File: config.mk
export PLATFORM = sky130hd
export DESIGN_NAME = cdc_handshake_tx
export DESIGN_NICKNAME = d
export VERILOG_FILES = /design/src/rtl/cdc_handshake_tx.sv
export SDC_FILE = /design/constraint.sdc
export NUM_CORES = 1
export LEC_CHECK = 0
export ABC_CLOCK_PERIOD_IN_PS = 2300
export CAP_MARGIN = 10
export CELL_PAD_IN_SITES_DETAIL_PLACEMENT = 2
export CELL_PAD_IN_SITES_GLOBAL_PLACEMENT = 2
export CORE_UTILIZATION = 28
export DETAILED_ROUTE_END_ITERATION = 6
export GPL_TIMING_DRIVEN = 0
export PLACE_DENSITY_LB_ADDON = 0.05
export SYNTH_ARGS = -nofsm -noshare
export SYNTH_HDL_FRONTEND = slang
export SYNTH_SLANG_ARGS = --single-unit
File: constraint.sdc
create_clock -name clk -period 2.3 [get_ports clk]
set_clock_uncertainty 0.2 [all_clocks]
set_input_delay 0.345 -clock clk [delete_from_list [all_inputs] [get_ports clk]]
set_output_delay 0.345 -clock clk [all_outputs]
set_load 0.05 [all_outputs]
File: src/rtl/cdc_handshake_tx.sv
// Source-domain side of a 4-phase req/ack handshake carrying a DATA_WIDTH word
// across a clock-domain boundary, with setup delay, per-phase timeout and a transfer counter.
module cdc_handshake_tx #(
    parameter int DATA_WIDTH     = 32,
    parameter int STABLE_CYCLES  = 1,
    parameter int TIMEOUT_CYCLES = 1024,
    parameter int COUNT_WIDTH    = 16
) (
    input  logic                   clk,
    input  logic                   reset,
    input  logic                   s_valid,
    output logic                   s_ready,
    input  logic [DATA_WIDTH-1:0]  s_data,
    output logic                   xfer_req,
    output logic [DATA_WIDTH-1:0]  xfer_data,
    input  logic                   ack_sync,
    output logic                   busy,
    output logic                   done,
    output logic                   timeout_err,
    input  logic                   err_clear,
    output logic [COUNT_WIDTH-1:0] xfer_count
);

    localparam int TIMER_W = (TIMEOUT_CYCLES > 0) ? $clog2(TIMEOUT_CYCLES + 1) : 1;
    localparam logic [TIMER_W-1:0] TIMER_LAST =
        TIMER_W'((TIMEOUT_CYCLES > 0) ? TIMEOUT_CYCLES - 1 : 0);
    localparam logic [7:0] SETUP_LOAD = 8'(STABLE_CYCLES);

    typedef enum logic [2:0] {
        ST_IDLE,
        ST_SETUP,
        ST_REQ,
        ST_RELEASE,
        ST_ERROR
    } state_t;

    state_t                 r_state;
    logic                   r_xfer_req;
    logic [DATA_WIDTH-1:0]  r_xfer_data;
    logic                   r_done;
    logic                   r_timeout_err;
    logic [COUNT_WIDTH-1:0] r_xfer_count;
    logic [7:0]             r_setup_cnt;
    logic [TIMER_W-1:0]     r_timer;

    logic w_ready;
    logic w_accept;
    logic w_timeout;

    // A stale ack from an aborted transfer must drain before a new word may start.
    assign w_ready   = (r_state == ST_IDLE) && !ack_sync;
    assign w_accept  = s_valid && w_ready;
    assign w_timeout = (TIMEOUT_CYCLES != 0) && (r_timer == TIMER_LAST);

    assign s_ready     = w_ready;
    assign busy        = (r_state != ST_IDLE);
    assign xfer_req    = r_xfer_req;
    assign xfer_data   = r_xfer_data;
    assign done        = r_done;
    assign timeout_err = r_timeout_err;
    assign xfer_count  = r_xfer_count;

    // NOTE: all state uses non-blocking assignments and a synchronous reset, so every
    // register, including the data hold register, returns to a known value on the edge.
    always_ff @(posedge clk) begin
        if (!reset) begin
            r_state       <= ST_IDLE;
            r_xfer_req    <= 1'b0;
            r_xfer_data   <= '0;
            r_done        <= 1'b0;
            r_timeout_err <= 1'b0;
            r_xfer_count  <= '0;
            r_setup_cnt   <= '0;
            r_timer       <= '0;
        end else begin
            r_done <= 1'b0;
            case (r_state)
                ST_IDLE: begin
                    if (w_accept) begin
                        r_xfer_data <= s_data;
                        r_timer     <= '0;
                        if (STABLE_CYCLES == 0) begin
                            r_state    <= ST_REQ;
                            r_xfer_req <= 1'b1;
                        end else begin
                            r_setup_cnt <= SETUP_LOAD;
                            r_state     <= ST_SETUP;
                        end
                    end
                end
                ST_SETUP: begin
                    r_setup_cnt <= r_setup_cnt - 8'd1;
                    if (r_setup_cnt == 8'd1) begin
                        r_state    <= ST_REQ;
                        r_xfer_req <= 1'b1;
                        r_timer    <= '0;
                    end
                end
                ST_REQ: begin
                    // Ack wins over a coincident timeout.
                    if (ack_sync) begin
                        r_state    <= ST_RELEASE;
                        r_xfer_req <= 1'b0;
                        r_timer    <= '0;
                    end else if (w_timeout) begin
                        r_state       <= ST_ERROR;
                        r_xfer_req    <= 1'b0;
                        r_timeout_err <= 1'b1;
                    end else if (r_timer != '1) begin
                        r_timer <= r_timer + 1'b1;
                    end
                end
                ST_RELEASE: begin
                    if (!ack_sync) begin
                        r_state      <= ST_IDLE;
                        r_done       <= 1'b1;
                        r_xfer_count <= r_xfer_count + 1'b1;
                    end else if (w_timeout) begin
                        r_state       <= ST_ERROR;
                        r_timeout_err <= 1'b1;
                    end else if (r_timer != '1) begin
                        r_timer <= r_timer + 1'b1;
                    end
                end
                ST_ERROR: begin
                    if (err_clear && !ack_sync) begin
                        r_state       <= ST_IDLE;
                        r_timeout_err <= 1'b0;
                    end
                end
                default: begin
                    r_state    <= ST_IDLE;
                    r_xfer_req <= 1'b0;
                end
            endcase
        end
    end

endmodule
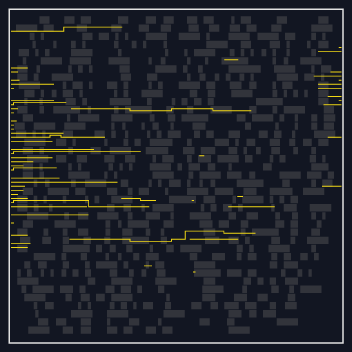
(run_1/layer_met3.png)
Drawn at 3 px/um.
52 nets have wire on it. The wires run mostly horizontal. The layer carries 698 um of wire.

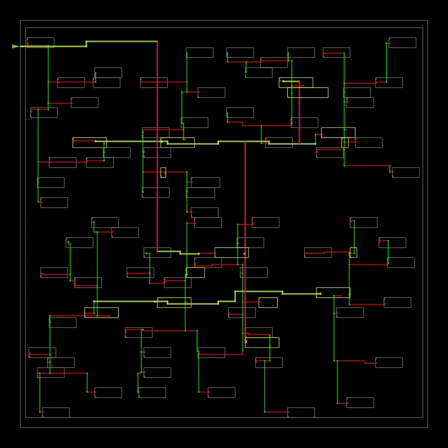
(run_1/clocks.png)
clock latency on the worst-skew pair: 0.34 ns
number of clock buffers in the layout: 12

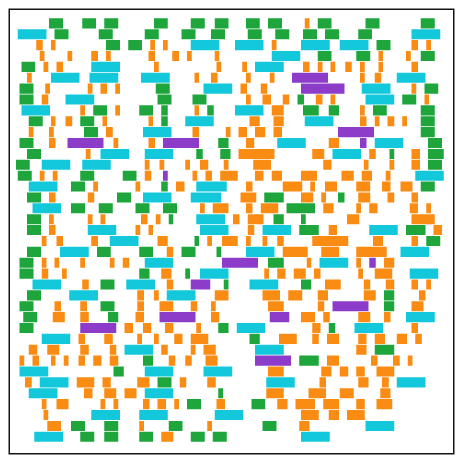
(run_1/placement_by_type.png)
Drawn at 4 px/um.
flops: in cyan, cells 73, share of their area 31%. clock drivers and dummy loads: in purple, cells 15, share of their area 6.2%. combinational and other logic: in orange, cells 297, share of their area 39%. other buffers and delay cells: in green, cells 125, share of their area 24%.

==> results.cfg, run 1 <==
; physical design summary
[status]
status = finished, final reports clean

[global_routing]
grt_pass1_vias = 3630
grt.total_usage_pct = 18.8
grt_pass1_wl_um = 18500
grt_max_degree = 12
gr-total-overflow = 0

[power]
p_leak_nw = 1.69
finalPower_mw = 3.59
switchingPower_mw = 1.05
p_sw_share_pct = 29.2
peakVddDrop_uv = 440

[logic_synthesis]
ys_warn_count = 0
yosys_area_sq_um = 3310
async_flop_share_pct = 0
edf_count = 0
synth_cell_type_count = 55
syn-num-nets = 437
syn-instance-count = 396

[layout]
logic_area_sq_um = 1820
final_cell_mix = clkdlybuf4s50_1 (87), nand2_1 (78), dfxtp_1 (71), a21oi_1 (42), nor2_1 (16)
nets = 547

[sta]
worst_pin_slew_ns = 0.697
relSlewSlack_pct = 53.0
fmax_mhz = 437
rsz0062_at_grt = true
finalMaxSlewViolations = 0

[clocking]
cts_tree = yes
htreeDepth = 3
path_clk_slew_ns = 0.06
cts_sinks = 73
cts_made_buffers = 9

[floorplanning]
die_h_um = 111
floorplan.core_util_pct = 28.9
ioPinCount = 90
die_w_um = 111
die_area_sq_um = 12300
num_rows = 39

[route]
dr.pass1.iters = 4
drt_wl_total_um = 11200
drt-initial-drc-count = 79

[job]
warnings = 29

[setup_path]
critPathLaunchType = flip-flop
crit_type = flip-flop to flip-flop

[placed_design]
pre_cts_slack_ns = -0.803
finalWeightedCongestion = 0.742
-- run 1: kinds of logic (layout without fill, tap and decap cells) --
kind of cell / count (synthesis) / in the layout / synth area share (%)
xor gates and xnor gates: 6 / 6 / 1.59
and+or+nand+nor: 175 / 175 / 26.6
AOI/OAI and AO/OA: 100 / 100 / 19.2
adders and majority gates: 4 / 4 / 1.51
buffers and inverters: 33 / 147 / 5.32
DFF: 73 / 73 / 44.1
muxes: 5 / 5 / 1.62
-- run 1: layer usage --
layer | global-route usage, % | wire (um)
met1 | 22.4 | 4990
met2 | 31.3 | 5390
met3 | 7.27 | 698
met4 | 5.51 | 142
met5 | 0 | 0
-- run 1: cells in the mapped netlist (4+ instances only) --
master,number,share of area (%)
clkbuf_1,19,2.2
and3_1,4,0.76
inv_1,6,0.68
dfxtp_1,73,44
or4_1,9,2.0
clkbuf_8,5,2.1
o31ai_1,10,2.3
a211oi_1,8,1.8
xor2_1,4,1.1
nor2_1,18,2.0
nand2b_1,5,0.94
or3_1,7,1.3
ha_1,4,1.5
nor4_1,5,0.94
a21oi_1,43,6.5
and2_1,6,1.1
nand2_1,78,8.8
o21ai_0,14,2.1
nand3_1,10,1.5
o311ai_0,4,1.1
nand4_1,6,1.1
nor3_1,10,1.5
-- run 1: path summary, 6_finish.rpt --
check             cells past startpoint  slack [ns]      startpoint       endpoint
hold / removal                        2        0.26   xfer_data[19]  xfer_data[19]
setup / recovery                      7        0.01  r_setup_cnt[1]     r_timer[3]
setup reg to reg                      7        0.01  r_setup_cnt[1]     r_timer[3]
hold reg to reg                       2        0.26   xfer_data[19]  xfer_data[19]
-- run 1: power groups by stage --
stage,clock [mW],sequential [mW],combinational [mW]
4_1_cts,1.48,1.38,0.787
3_5_place_dp,0,1.40,0.711
5_1_grt,1.52,1.39,0.846
2_1_floorplan,0,1.51,0.335
3_3_place_gp,0,1.40,0.696
6_report,1.43,1.38,0.787
-- run 1: state kept, by name (all words and copies together), names as in the netlist --
register / cells
done: 1
xfer_req: 1
r_state: 3
r_setup_cnt: 8
xfer_data: 32
r_timer: 11
timeout_err: 1
xfer_count: 16
-- run 1: per-stage QoR --
stage | std cells | setup TNS (ns) | hold WS, ns
finish | 653 | 0 | 0.258
global route | 653 | -0.151 | 0.284
CTS | 652 | -0.0284 | 0.263
detailed placement | 628 | -27.98 | 0.255
global placement | 628 | -27.00 | 0.241
floorplan | 396 | 0 | 0.261
-- run 1: layout make-up --
type / instances / area share [%]
multi-input cells: 290 / 36.8
flip-flops and latches: 73 / 29.6
repair buffers: 102 / 20.3
clock buffers: 12 / 5.18
well taps: 143 / 3.62
plain buffers: 23 / 3.19
clock inverters: 3 / 0.809
inverters: 7 / 0.531
-- run 1: critical path, cell delays in order, from the launching register on --
cell and delay [ns]:
dfxtp_2 0.32, inv_2 0.07, ha_4 0.12, or4b_4 0.45, o22a_4 0.22, buf_12 0.13, or4_4 0.50, a211oi_2 0.18
-- run 1: timing repair --
action,in CTS,in global routing
buffers inserted,9,4
pin swaps,11,8
hold buffers,0,0
resized,47,9
cloned,0,0
setup endpoints to repair,58,47
==> inputs of run 2 (changes only) <==
Settings changed: CAP_MARGIN 10 to 20.
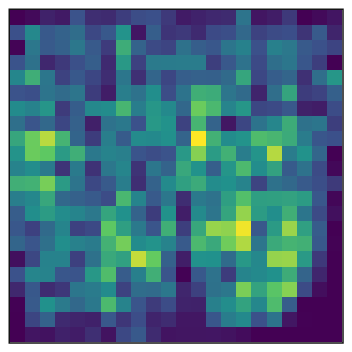
(run_2/metal_density.png)
Drawn at 3 px/um. The die is cut into 22 by 22 equal tiles; dark purple is low, yellow is high, scaled to the fullest tile. Values are wire area over tile area, all layers added.
5.6% of the tiles are nearly empty. The mean over all tiles is 0.14. 23% of the tiles are over half the peak. The fullest tile reaches 0.41.

==> run 2 against run 1 <==
Hold slack unchanged. Utilization is the same. Synthesized area unchanged. Routed wire length did not move. Sequential power barely moved. Non-clock buffer count stayed put. Clock power about the same. Critical path type unchanged.
==> results.cfg, run 2 <==
; physical design summary
[status]
status = finished, final reports clean

[clocking]
clock_latency_ns = 0.34
cts_tree = yes
cts_sinks = 73
cts_made_buffers = 9

[logic_synthesis]
yosys_area_sq_um = 3310
synth.comb.largest_family = simple AND/OR/NAND/NOR gates
edf_count = 0
syn-instance-count = 396
ys_sh_simple_pct = 26.6
async_flop_share_pct = 0
netlist.area_leader.share_pct = 44.1
ys_warn_count = 0

[layout]
final_cell_mix = clkdlybuf4s50_1 (87), nand2_1 (78), dfxtp_1 (71), a21oi_1 (42), nor2_1 (16)
largest_reg_flops = 32
nets = 547

[floorplanning]
num_rows = 39
die_w_um = 111

[job]
warnings = 29

[sta]
fin_setup_tns_ns = 0
finalMaxSlewViolations = 0

[global_routing]
gr-total-overflow = 0
grt_busiest_layer = met2
grt_pass1_wl_um = 18500
met1_usage_pct = 22.4
use_met3_pct = 7.27
grt_max_degree = 12

[setup_path]
crit_type = flip-flop to flip-flop

[route]
drt-initial-drc-count = 79
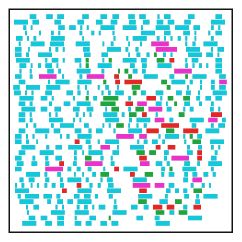
(run_2/sizes.png)
Drawn at 2 px/um.
_2 cells: in green, cells 40, share 7.8%. _6 and larger: in magenta, cells 20, share 3.9%. _0 and _1 cells: in cyan, cells 424, share 83%. _3 and _4 cells: in red, cells 26, share 5.1%.

run 2: cell counts in the layout (fill, tap and decap cells not counted):
No cell type changed its count.
run 2: path summary, 6_finish.rpt:
| check | depth (start not counted) | startpoint | to |
|---|---|---|---|
| max | 7 | r_setup_cnt[1] | r_timer[3] |
| min reg2reg | 2 | xfer_data[19] | xfer_data[19] |
| max reg2reg | 7 | r_setup_cnt[1] | r_timer[3] |
| min | 2 | xfer_data[19] | xfer_data[19] |
run 2: critical path, cell delays in order, from the launching register on:
cell,delay [ns]
dfxtp_2,0.32
inv_2,0.07
ha_4,0.12
or4b_4,0.45
o22a_4,0.22
buf_12,0.13
or4_4,0.50
a211oi_2,0.18
run 2: power by group:
group	switching [mW]	internal [mW]
Combinational	0.462	0.325
Clock	0.536	0.890
Sequential	0.0505	1.33
Total	1.05	2.54
run 2: stage by stage:
stage	hold slack, ns	util [%]	cells	setup WS [ns]
after global routing	0.284	43.2	653	-0.0418
after floorplan	0.261	-	396	0.0807
final	0.258	43.2	653	0.0126
after detailed placement	0.255	38.2	628	-0.803
after CTS	0.263	42.8	652	-0.0284
after global placement	0.241	38.2	628	-0.781
run 2: cells by family after synthesis:
group | Yosys count
and+or+nand+nor | 175
AOI/OAI and AO/OA | 100
DFF | 73
buffers and inverters | 33
xor gates and xnor gates | 6
muxes | 5
adders and majority gates | 4
run 2: layout make-up:
type,count,area [sq um],share of cell area (%)
Buffer,23,158,3.19
Clock buffer,12,256,5.18
Inverter,7,26.3,0.531
Timing Repair Buffer,102,1000,20.3
Tap cell,143,179,3.62
Sequential cell,73,1460,29.6
Multi-Input combinational cell,290,1820,36.8
Clock inverter,3,40.0,0.809
run 2: repair_timing:
| item | 4_1_cts | 5_1_grt |
|---|---|---|
| pin swaps | 11 | 8 |
| resized | 47 | 9 |
| endpoints found under the setup margin | 58 | 47 |
| setup buffers | 9 | 4 |
run 2: routing by layer:
| layer | share of wire, % | wire length (um) |
|---|---|---|
| met1 | 44 | 4990 |
| met5 | 0 | 0 |
| met2 | 48 | 5390 |
| met4 | 1.3 | 142 |
| met3 | 6.2 | 698 |
Power figures rest on the tool's default switching activity, not on a simulated workload.
